### Routed metal per tile, run 1

Scale bar: 50 microns. The die is cut into 23 by 23 equal tiles; white is low, dark blue is high, scaled to the fullest tile. Values are wire area over tile area, all layers added.
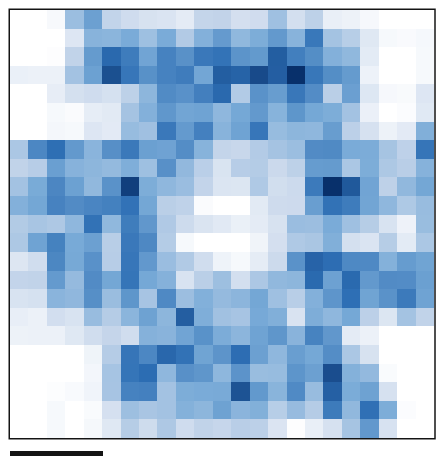
### Layout detail, run 1

Window x 94 to 134, y 95 to 135 microns. Cells in gray, sequential cells in the stronger gray; small squares are vias.
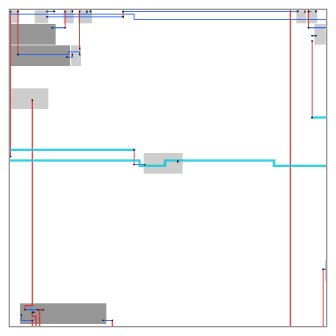
### Routed clock nets over the placement, run 1

Scale bar: 50 microns.
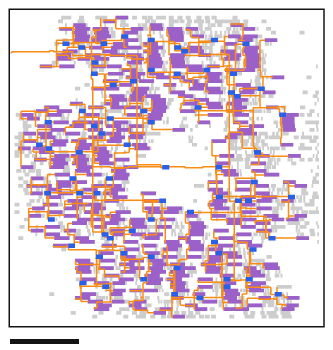
$ cat config.mk
export PLATFORM = sky130hd
export DESIGN_NAME = mem_value_predict_buffer
export DESIGN_NICKNAME = d
export VERILOG_FILES = /design/src/rtl/mem_value_predict_buffer.sv
export SDC_FILE = /design/constraint.sdc
export NUM_CORES = 1
export LEC_CHECK = 0
export ABC_AREA = 1
export CORE_AREA = 3 3 225 227
export CTS_BUF_LIST = sky130_fd_sc_hd__clkbuf_8
export CTS_CLUSTER_SIZE = 10
export DETAILED_ROUTE_END_ITERATION = 7
export DIE_AREA = 0 0 228 230
export HOLD_SLACK_MARGIN = 0.03
export MAX_ROUTING_LAYER = met4
export REMOVE_ABC_BUFFERS = 1
export SYNTH_ARGS = -nofsm -noshare
export SYNTH_HDL_FRONTEND = slang
export SYNTH_SLANG_ARGS = --single-unit
$ cat constraint.sdc
create_clock -name i_Clk -period 6.15 [get_ports i_Clk]
set_input_delay 1.5375 -clock i_Clk [delete_from_list [all_inputs] [get_ports i_Clk]]
set_output_delay 1.5375 -clock i_Clk [all_outputs]
set_load 0.01 [all_outputs]
$ cat src/rtl/mem_value_predict_buffer.sv
// In-flight value-predicted load buffer: verifies predictions against in-order miss returns.
// Optional MEM_PRED_STATS_EN adds saturating correct/mispredict counters.
module mem_value_predict_buffer #(
   parameter int ADDRESS_WIDTH    = 32,
   parameter int CHECKPOINT_WIDTH = 2,
   parameter int DATA_WIDTH       = 32,
   parameter int REG_ADDR_WIDTH   = 5,
   parameter int FREE_LIST_WIDTH  = 6,
   parameter int DEPTH            = 4
) (
   input  logic                        i_Clk,
   input  logic                        i_Reset,
   input  logic                        i_Alloc_Valid,
   output logic                        o_Alloc_Ready,
   input  logic [ADDRESS_WIDTH-1:0]    i_PC,
   input  logic [CHECKPOINT_WIDTH-1:0] i_Checkpoint,
   input  logic [DATA_WIDTH-1:0]       i_Predicted_Data,
   input  logic [REG_ADDR_WIDTH-1:0]   i_VWrite_Addr,
   input  logic [REG_ADDR_WIDTH:0]     i_PWrite_Addr,
   input  logic [FREE_LIST_WIDTH-1:0]  i_Phys_Active_List_Index,
   input  logic                        i_Mem_Done,
   input  logic [DATA_WIDTH-1:0]       i_Mem_Data,
   input  logic                        i_Flush,
   output logic                        o_Verify,
   output logic                        o_Mispredict,
   output logic                        o_Writes_Back,
   output logic [DATA_WIDTH-1:0]       o_WriteBack_Data,
   output logic [REG_ADDR_WIDTH-1:0]   o_VWrite_Addr,
   output logic [REG_ADDR_WIDTH:0]     o_PWrite_Addr,
   output logic [FREE_LIST_WIDTH-1:0]  o_Phys_Active_List_Index,
   output logic [ADDRESS_WIDTH-1:0]    o_PC,
   output logic [CHECKPOINT_WIDTH-1:0] o_Checkpoint,
   output logic [$clog2(DEPTH):0]      o_Count,
   output logic [15:0]                 o_Correct_Count,
   output logic [15:0]                 o_Mispredict_Count
);

   localparam int PTR_W = $clog2(DEPTH);
   localparam int CNT_W = PTR_W + 1;

   logic [DATA_WIDTH-1:0]       pred_mem [DEPTH];
   logic [ADDRESS_WIDTH-1:0]    pc_mem   [DEPTH];
   logic [CHECKPOINT_WIDTH-1:0] ckpt_mem [DEPTH];
   logic [REG_ADDR_WIDTH-1:0]   vaddr_mem[DEPTH];
   logic [REG_ADDR_WIDTH:0]     paddr_mem[DEPTH];
   logic [FREE_LIST_WIDTH-1:0]  ali_mem  [DEPTH];

   logic [PTR_W-1:0] head, tail;
   logic [CNT_W-1:0] count;
   logic             alloc_fire, alloc_take, pop, match, mis;

   assign o_Alloc_Ready = (count < CNT_W'(DEPTH));
   assign o_Count       = count;

   // Flush squashes everything; a mispredict also drops any same-cycle (younger) allocate.
   always_comb begin
      alloc_fire = i_Alloc_Valid & o_Alloc_Ready & ~i_Flush;
      pop        = i_Mem_Done & (count != '0) & ~i_Flush;
      match      = pop & (i_Mem_Data == pred_mem[head]);
      mis        = pop & ~match;
      alloc_take = alloc_fire & ~mis;
   end

   always_ff @(posedge i_Clk) begin
      if (alloc_fire) begin
         pred_mem[tail]  <= i_Predicted_Data;
         pc_mem[tail]    <= i_PC;
         ckpt_mem[tail]  <= i_Checkpoint;
         vaddr_mem[tail] <= i_VWrite_Addr;
         paddr_mem[tail] <= i_PWrite_Addr;
         ali_mem[tail]   <= i_Phys_Active_List_Index;
      end
   end

   always_ff @(posedge i_Clk or posedge i_Reset) begin
      if (i_Reset) begin
         head                     <= '0;
         tail                     <= '0;
         count                    <= '0;
         o_Verify                 <= 1'b0;
         o_Mispredict             <= 1'b0;
         o_Writes_Back            <= 1'b0;
         o_WriteBack_Data         <= '0;
         o_VWrite_Addr            <= '0;
         o_PWrite_Addr            <= '0;
         o_Phys_Active_List_Index <= '0;
         o_PC                     <= '0;
         o_Checkpoint             <= '0;
      end else begin
         o_Verify      <= match;
         o_Mispredict  <= mis;
         o_Writes_Back <= mis;
         if (pop) begin
            o_WriteBack_Data         <= i_Mem_Data;
            o_VWrite_Addr            <= vaddr_mem[head];
            o_PWrite_Addr            <= paddr_mem[head];
            o_Phys_Active_List_Index <= ali_mem[head];
            o_PC                     <= pc_mem[head];
            o_Checkpoint             <= ckpt_mem[head];
         end
         if (i_Flush) begin
            head  <= tail;
            count <= '0;
         end else if (mis) begin
            head  <= head + 1'b1;
            tail  <= head + 1'b1;
            count <= '0;
         end else begin
            if (pop) head <= head + 1'b1;
            if (alloc_take) tail <= tail + 1'b1;
            unique case ({alloc_take, pop})
               2'b10:   count <= count + 1'b1;
               2'b01:   count <= count - 1'b1;
               default: count <= count;
            endcase
         end
      end
   end

`ifdef MEM_PRED_STATS_EN
   logic [15:0] correct_q, mispredict_q;

   // Counted on the same edge that raises the corresponding pulse.
   always_ff @(posedge i_Clk or posedge i_Reset) begin
      if (i_Reset) begin
         correct_q    <= '0;
         mispredict_q <= '0;
      end else begin
         if (match && correct_q != 16'hFFFF) correct_q <= correct_q + 16'd1;
         if (mis && mispredict_q != 16'hFFFF) mispredict_q <= mispredict_q + 16'd1;
      end
   end

   assign o_Correct_Count    = correct_q;
   assign o_Mispredict_Count = mispredict_q;
`else
   assign o_Correct_Count    = '0;
   assign o_Mispredict_Count = '0;
`endif

endmodule

==> results.txt, run 1 <==
Physical design

IR analysis of the VDD net gives a maximum drop of 0.306 mV. The routed via count divided by cell count stands at 4.64. In this run the cell area measured after placement is 19700 sq um. The launch point of the critical path was reported as head[1]. The number of buffers added to fix hold violations after cts stands at 0.

The flow ran to the end, and the final reports show no timing, DRC or antenna violations. The number of nets with antenna violations after detailed routing stands at 0. The report gives the cell count of the worst hold path as 2.

Summing all multiplexer cells gives an area fraction of 0.000588. STA classifies the critical path startpoint as a flip-flop. The OpenROAD report gives the critical path a data arrival time of 4.68 ns. The shortest clock period the worst path allows after layout stands at 4.13 ns. The total cell area reported by yosys after synthesis stands at around 17000 sq um. The analysis attributes to cell leakage a power of 8.42 nW. The final report gives the standard cell area, fillers excluded, as ~21000 sq um. The wire-length estimate of the detail-placed layout is 25500 microns. The register share after synthesis stands at 0.721. The number of global-route vias before repair stands at 11105. By instance count after routing, the leading logic cell type is sky130_fd_sc_hd__nand2_1. The count of yosys warnings during synthesis stands at 0. Pin placement for this block handled 242 I/O pins. Per the placement log, port buffering inserted approximately 210 buffers. The initial antenna violation count stands at 4. Compared with the post-synthesis result, the final layout area differs by 24.0%. In this run the worst hold path is classified as reg2reg. The floorplan row count stands at 81. The cell-mix breakdown from Yosys lists the adder-cell area share as 0.00485. The maximum cell stage delay along the critical path stands at 0.79 ns. The first-pass detailed-route iteration total stands at 5. The H-tree was split into 3 levels. The number of buffers added by the clock tree synthesis step stands at 71. Looking at the critical path, the single cell with the biggest stage delay is sky130_fd_sc_hd__inv_4. For reference, the critical path cell chain is inv_4, nand3_1, nand2_1, nand2_1, nand2_1, nand3_1, nor2_1, nand2_1, nor2_1, nand2_2, nand2_4, nand2_1, ha_1, fa_1, a21oi_1, o21ai_0, xor2_1, nor2_1.

On the critical path the largest part of the delay comes from simple AND/OR/NAND/NOR gates. The cell-mix breakdown from Yosys lists the compound-gate area share as 0.0602. Post-CTS repair ended up resizing 0 cells. Setup repair after global routing left no endpoint under its margin. The max-capacitance violation count stands at 0. Summing internal, switching and leakage power gives 9.08 mW. The final setup violation count stands at 0. The launch point of the worst min-delay path is recorded as o_VWrite_Addr[4]. The number of warnings the tools reported stands at 30.

The first-pass GRT wire length stands at 65600 microns.
-- 'Routed metal per tile' (at the start) --
tiles over half the peak	32%
nearly empty tiles	11%
mean over tiles	0.13
emptiest ninth of the die	bottom left
all-layer global routing usage: 0.168
detailed-route via count: 11315
total length of routed wires: 43100 microns

-- 'Layout detail' (at the start) --
layer	color
M1	blue
M2	red
M3	cyan
netlist names of flops here include	pred_mem (3)
most frequent	nand2_1 (5), edfxtp_1 (3), nand3_1 (2)
sequential cells in the window	3
cells with their middle in the window	12

-- 'Routed clock nets over the placement' (at the start) --
[clock-net drivers] blue | count: 71
[clock wires] orange | length: 5440 microns
[flip-flops] purple | count: 424
routed clock nets	72
clk pwr: 2.50 mW
clock latency on the worst-skew pair: 0.62 ns
Post-Route Skew: 0.0229 ns

[run 1: cells by family after synthesis]
family	Yosys count
flip-flops	424
buffers and inverters	200
AND-OR/OR-AND	191
multiplexers	1
other	1
XOR/XNOR	4
AND/OR/NAND/NOR	665
adder cells (fa/ha/maj)	6
[run 1: final cells by class]
type / instances / area (sq um) / area share
antenna: 4 / 10.0 / 0.000474
clock buffer: 80 / 1100 / 0.0521
clock inverter: 52 / 343 / 0.0162
inverter: 94 / 363 / 0.0172
multi-input combinational: 899 / 3950 / 0.187
sequential: 424 / 12300 / 0.582
tap: 664 / 831 / 0.0393
timing repair buffer: 224 / 2240 / 0.106
[run 1: cells in the mapped netlist (all sizes together)]
library cell  instances  area [sq um]
ha                    5          62.6
a21oi                 2          10.0
mux2i                 1          10.0
nand3                98           490
dfrtp                92          2300
clkbuf               41           154
o22ai                51           319
nand2               440          1660
o21ai               136           681
fa                    1          20.0
nor2                127           477
buf                  65           460
o221ai                1          8.76
conb                  1          3.75
edfxtp              332          9970
xor2                  4          35.0
o211ai                1          7.51
inv                  94           355
[run 1: worst min-delay path, stage by stage, from the launching register on]
cell	delay, ns
sky130_fd_sc_hd__dfrtp_1	0.34
sky130_fd_sc_hd__nand2_1	0.05
sky130_fd_sc_hd__nand2_1	0.06
[run 1: metrics by stage]
stage | setup slack [ns] | instances | hold slack [ns] | util | setup TNS [ns]
floorplan | -0.536 | 1417 | 0.516 | - | -0.959
global placement | 1.73 | 2305 | 0.463 | 0.403 | 0
detailed placement | 1.70 | 2305 | 0.464 | 0.403 | 0
CTS | 1.93 | 2437 | 0.481 | 0.432 | 0
global route | 1.62 | 2441 | 0.492 | 0.432 | 0
finish | 2.02 | 2441 | 0.479 | 0.432 | 0
[run 1: state kept, by name, summed over array words and instances (netlist names)]
signal,cells
pc_mem,128
pred_mem,128
o_PC,32
o_WriteBack_Data,32
ali_mem,24
paddr_mem,24
vaddr_mem,20
ckpt_mem,8
o_PWrite_Addr,6
o_Phys_Active_List_Index,6
o_VWrite_Addr,5
o_Count,3
head,2
o_Checkpoint,2
tail,2
o_Verify,1
o_Writes_Back,1
[run 1: worst paths after layout]
kind | to
max | o_Count[2]
min | o_VWrite_Addr[4]
max reg2reg | o_Count[2]
min reg2reg | o_VWrite_Addr[4]
max in group asynchronous | o_WriteBack_Data[20]
min in group asynchronous | o_PC[25]
[run 1: report_power, final]
| group | total, mW | internal [mW] | leakage, nW | switching (mW) |
|---|---|---|---|---|
| clock | 2.50 | 1.37 | 0.831 | 1.13 |
| combinational | 2.70 | 1.06 | 3.41 | 1.64 |
| sequential | 3.88 | 3.61 | 4.17 | 0.270 |
[run 1: layer usage]
metal  track usage  part of all wire
met1         0.215              0.45
met2         0.263              0.47
met3        0.0391             0.057
met4        0.0572             0.022
met5             -                 0
==> run 2, diff against run 1 <==
==> constraint.sdc (replaced) <==
create_clock -name i_Clk -period 3.7 [get_ports i_Clk]
set_input_delay 0.925 -clock i_Clk [delete_from_list [all_inputs] [get_ports i_Clk]]
set_output_delay 0.925 -clock i_Clk [all_outputs]
set_load 0.01 [all_outputs]
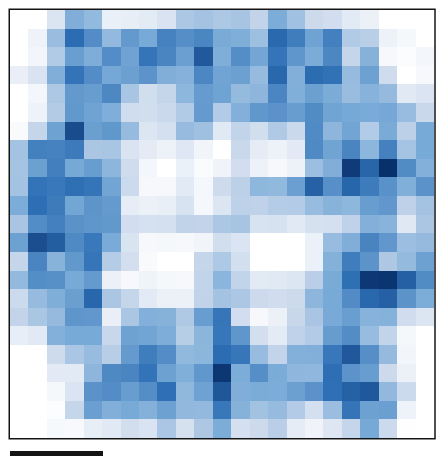
*Routed metal per tile, run 2*
Scale bar: 50 microns. The die is cut into 23 by 23 equal tiles; white is low, dark blue is high, scaled to the fullest tile. Values are wire area over tile area, all layers added.
tiles over half the peak	34%
mean over tiles	0.13
emptiest ninth of the die	middle
fullest tile	0.34
nearly empty tiles	7.6%
all-layer global routing usage: 0.166
detailed-route wire length per cell: 17.2 microns
detailed-route via count: 11344

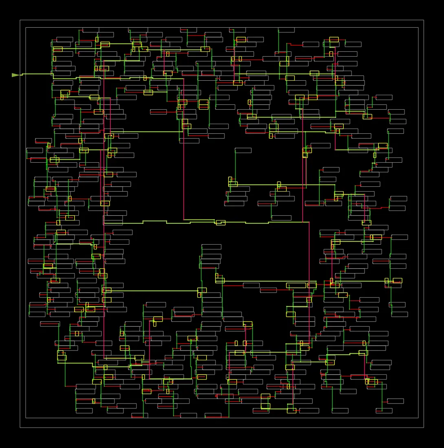
*The clock network, run 2*
CTS Buf Count: 75
clock latency on the worst-skew pair: 0.63 ns
Post-Route Skew: 0.0294 ns

==> run 2 against run 1 <==
Net effect: synthesized cell count stayed put; hold slack worse by 0.0030 ns; non-clock buffer count is 17 higher; clock-buffer cell count is 3 higher; core utilization is 0.44 points higher; final area is 1.0% higher; largest power group unchanged; combinational power is 73% higher; clock skew is 0.0065 ns higher; power is 66% higher.
==> results.txt, run 2 <==
Physical design

The placed instance count stands at 2322. The slew of the pin with the lowest slew margin stands at 0.811 ns. Among all flip-flop cells after synthesis, the most frequent one is sky130_fd_sc_hd__edfxtp_1.

The run finished with clean final reports. Pin placement for this block handled 242 I/O pins. The H-tree was split into 3 levels. The number of instances resized during post-cts repair stands at 0. The mean post-synth cell area stands at 11.4 sq um. The area of the multi-input gates stands at approximately 3900 sq um. The leakage component of the power was reported as about 8.5 nW. The path class of the tightest hold or removal check is reg2reg. The data arrival time of the critical path stands at roughly 3.8 ns. Global routing finished with a remaining overflow of 0. Among all stages on the critical path, the maximum delay recorded is 0.58 ns. Based on the critical path, the design can be clocked at up to 304 MHz. The total cell area reported by yosys after synthesis stands at 17000 sq um. In this run the layout overhead on the synthesized area is reported as 25.3%.

Dividing total power by cell area gives a power density of around 710 nW/um^2. STA classifies the critical path startpoint as a flip-flop. The worst-case IR drop observed on VDD is 0.357 mV. The first TritonRoute pass finished after 4 iterations. The number of global-route vias before repair came to 11337. Of all flip-flops after synthesis, the portion carrying an async set or reset was 0.217.

For reference, the top cells by count after synthesis are sky130_fd_sc_hd__nand2_1 (437), sky130_fd_sc_hd__edfxtp_1 (332), sky130_fd_sc_hd__o21ai_0 (136). The number of buffers added to fix hold violations after cts stands at 0. The count of cells in the finished layout, fillers not included, comes to 2461.

The first global-routing pass estimated around 65000 microns of wire. Warnings raised by the tools during the run amount to 30. The register share after synthesis stands at 0.721.

Per the finish-stage timing summary, setup violations number 0. The routed via count divided by cell count stands at 4.61. The total power after layout stands at 15.1 mW. In this run, synthesis inferred 332 flip-flops with an integrated enable. The combined flip-flop and latch cell area stands at 12300 sq um.

The initial antenna violation count stands at 3. Looking at the critical path, the highest net fanout was 25. The proportion of netlist area held by the largest area contributor stands at 0.585. Row generation in the floorplan step produced 81 rows. The detailed placer's ending HPWL stands at between 20000 and 30000 microns. Broken down by cell family, the worst path's largest delay share belongs to simple AND/OR/NAND/NOR gates.

Looking at the gate-level netlist, the highest instance count belongs to sky130_fd_sc_hd__nand2_1. Yosys attributes the largest share of cell area to sky130_fd_sc_hd__edfxtp_1 (59%), sky130_fd_sc_hd__dfrtp_1 (14%), sky130_fd_sc_hd__nand2_1 (9.6%). Sorting the Yosys area breakdown by cell type puts at the top sky130_fd_sc_hd__edfxtp_1. The number of cells in the yosys synthesis report stands at 1492.

The report counts max-capacitance violations totalling 0. Per the STA report, the cell with the highest stage delay on the worst path is sky130_fd_sc_hd__dfrtp_4. Counting stages on the worst path, the most repeated cell is sky130_fd_sc_hd__nand2_1.

The synthesis log from Yosys contains 0 warnings. In the final layout, the registers with the most flip-flops are pc_mem x128, pred_mem x128. The count of input and output buffers stands at 209. The total count of hold-check failures in the final report stands at 0. Counting only logic cells after layout, the most numerous master is sky130_fd_sc_hd__nand2_1. After routing, the total negative slack on setup checks comes to 0 ns.

In this run the critical path is formed by inv_6, buf_12, nand2_1, nand3_1, nand2_1, nand2_1, nand2_1, inv_1, nand2_1, nor2_1, nand2_1, nor2_1, nand2_2, nand2_4, nand2_1, ha_1, fa_1, o21ai_0, xor2_1, nor2_1. Once detail routing completed, the nets flagged for antenna violations numbered 0. Setup repair after global routing left no endpoint under its margin. The sum of routed wire length over all layers stands at 42300 microns. The setup slack at placement stands at 0.0954 ns. At the end of the flow, the number of nets in the layout was 1861. The critical path is of the reg2reg type. The die is 228 microns wide. Subtracting the final worst setup slack from the clock period gives 3.29 ns. The setup slack after layout stands at about 0.41 ns.
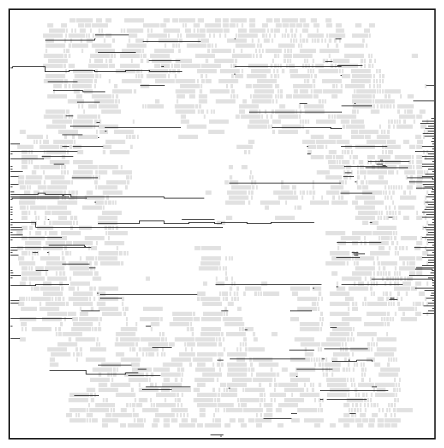
*M3 wires, run 2*
nets with wire on the layer	167
longest straight run	101 microns
main direction	horizontal

run 2: cell counts after synthesis:
Identical to the previous run, type by type.
run 2: per-layer routing:
metal | up-vias | GRT usage | wire [microns]
met5 | - | - | 0
met4 | 0 | 0.0592 | 878
met3 | 60 | 0.0434 | 2520
met2 | 304 | 0.266 | 20400
met1 | 5479 | 0.205 | 18500
li1 | 5501 | - | -
run 2: logic make-up (layout without fill, tap and decap cells):
family / Yosys count / after routing / synth area share
compound gates: 191 / 191 / 0.0602
xor+xnor: 4 / 4 / 0.00206
fa+ha+maj: 6 / 6 / 0.00485
buf+inv: 200 / 471 / 0.0569
flops: 424 / 424 / 0.721
mux: 1 / 1 / 0.000588
other cells: 1 / 35 / 0.000220
simple gates: 665 / 665 / 0.155
run 2: power by group:
part | switching (mW) | internal [mW]
Combinational | 2.77 | 1.91
Sequential | 0.382 | 6.00
Clock | 1.91 | 2.14
Total | 5.06 | 10.0
run 2: through the flow:
stage | hold slack, ns | instance area (sq um) | util
floorplan | 0.516 | 16500 | -
global placement | 0.463 | 19900 | 0.408
detailed placement | 0.464 | 19900 | 0.408
CTS | 0.479 | 21300 | 0.437
global route | 0.496 | 21300 | 0.437
finish | 0.476 | 21300 | 0.437
run 2: worst min-delay path: cells and delay by family, from the launching register on:
kind | cells | cell delay [ns]
flops | 1 | 0.34
simple gates | 2 | 0.10
run 2: worst paths after layout:
| check | startpoint | to | slack [ns] | cells past startpoint |
|---|---|---|---|---|
| max | head[0] | o_Count[2] | 0.41 | 20 |
| min | o_Checkpoint[0] | o_Checkpoint[0] | 0.48 | 2 |
| max reg2reg | head[0] | o_Count[2] | 0.41 | 20 |
| min reg2reg | o_Checkpoint[0] | o_Checkpoint[0] | 0.48 | 2 |
| max in group asynchronous | i_Reset | o_PC[4] | 2.35 | 3 |
| min in group asynchronous | i_Reset | o_Phys_Active_List_Index[0] | 0.65 | 2 |
run 2: cell type report:
| cell class | count | share of cell area |
|---|---|---|
| Timing Repair Buffer | 241 | 0.117 |
| Inverter | 94 | 0.0170 |
| Antenna cell | 3 | 0.000352 |
| Multi-Input combinational cell | 899 | 0.185 |
| Sequential cell | 424 | 0.576 |
| Clock buffer | 83 | 0.0536 |
| Tap cell | 664 | 0.0389 |
| Clock inverter | 53 | 0.0124 |
Power is estimated from default activity; no workload was simulated.
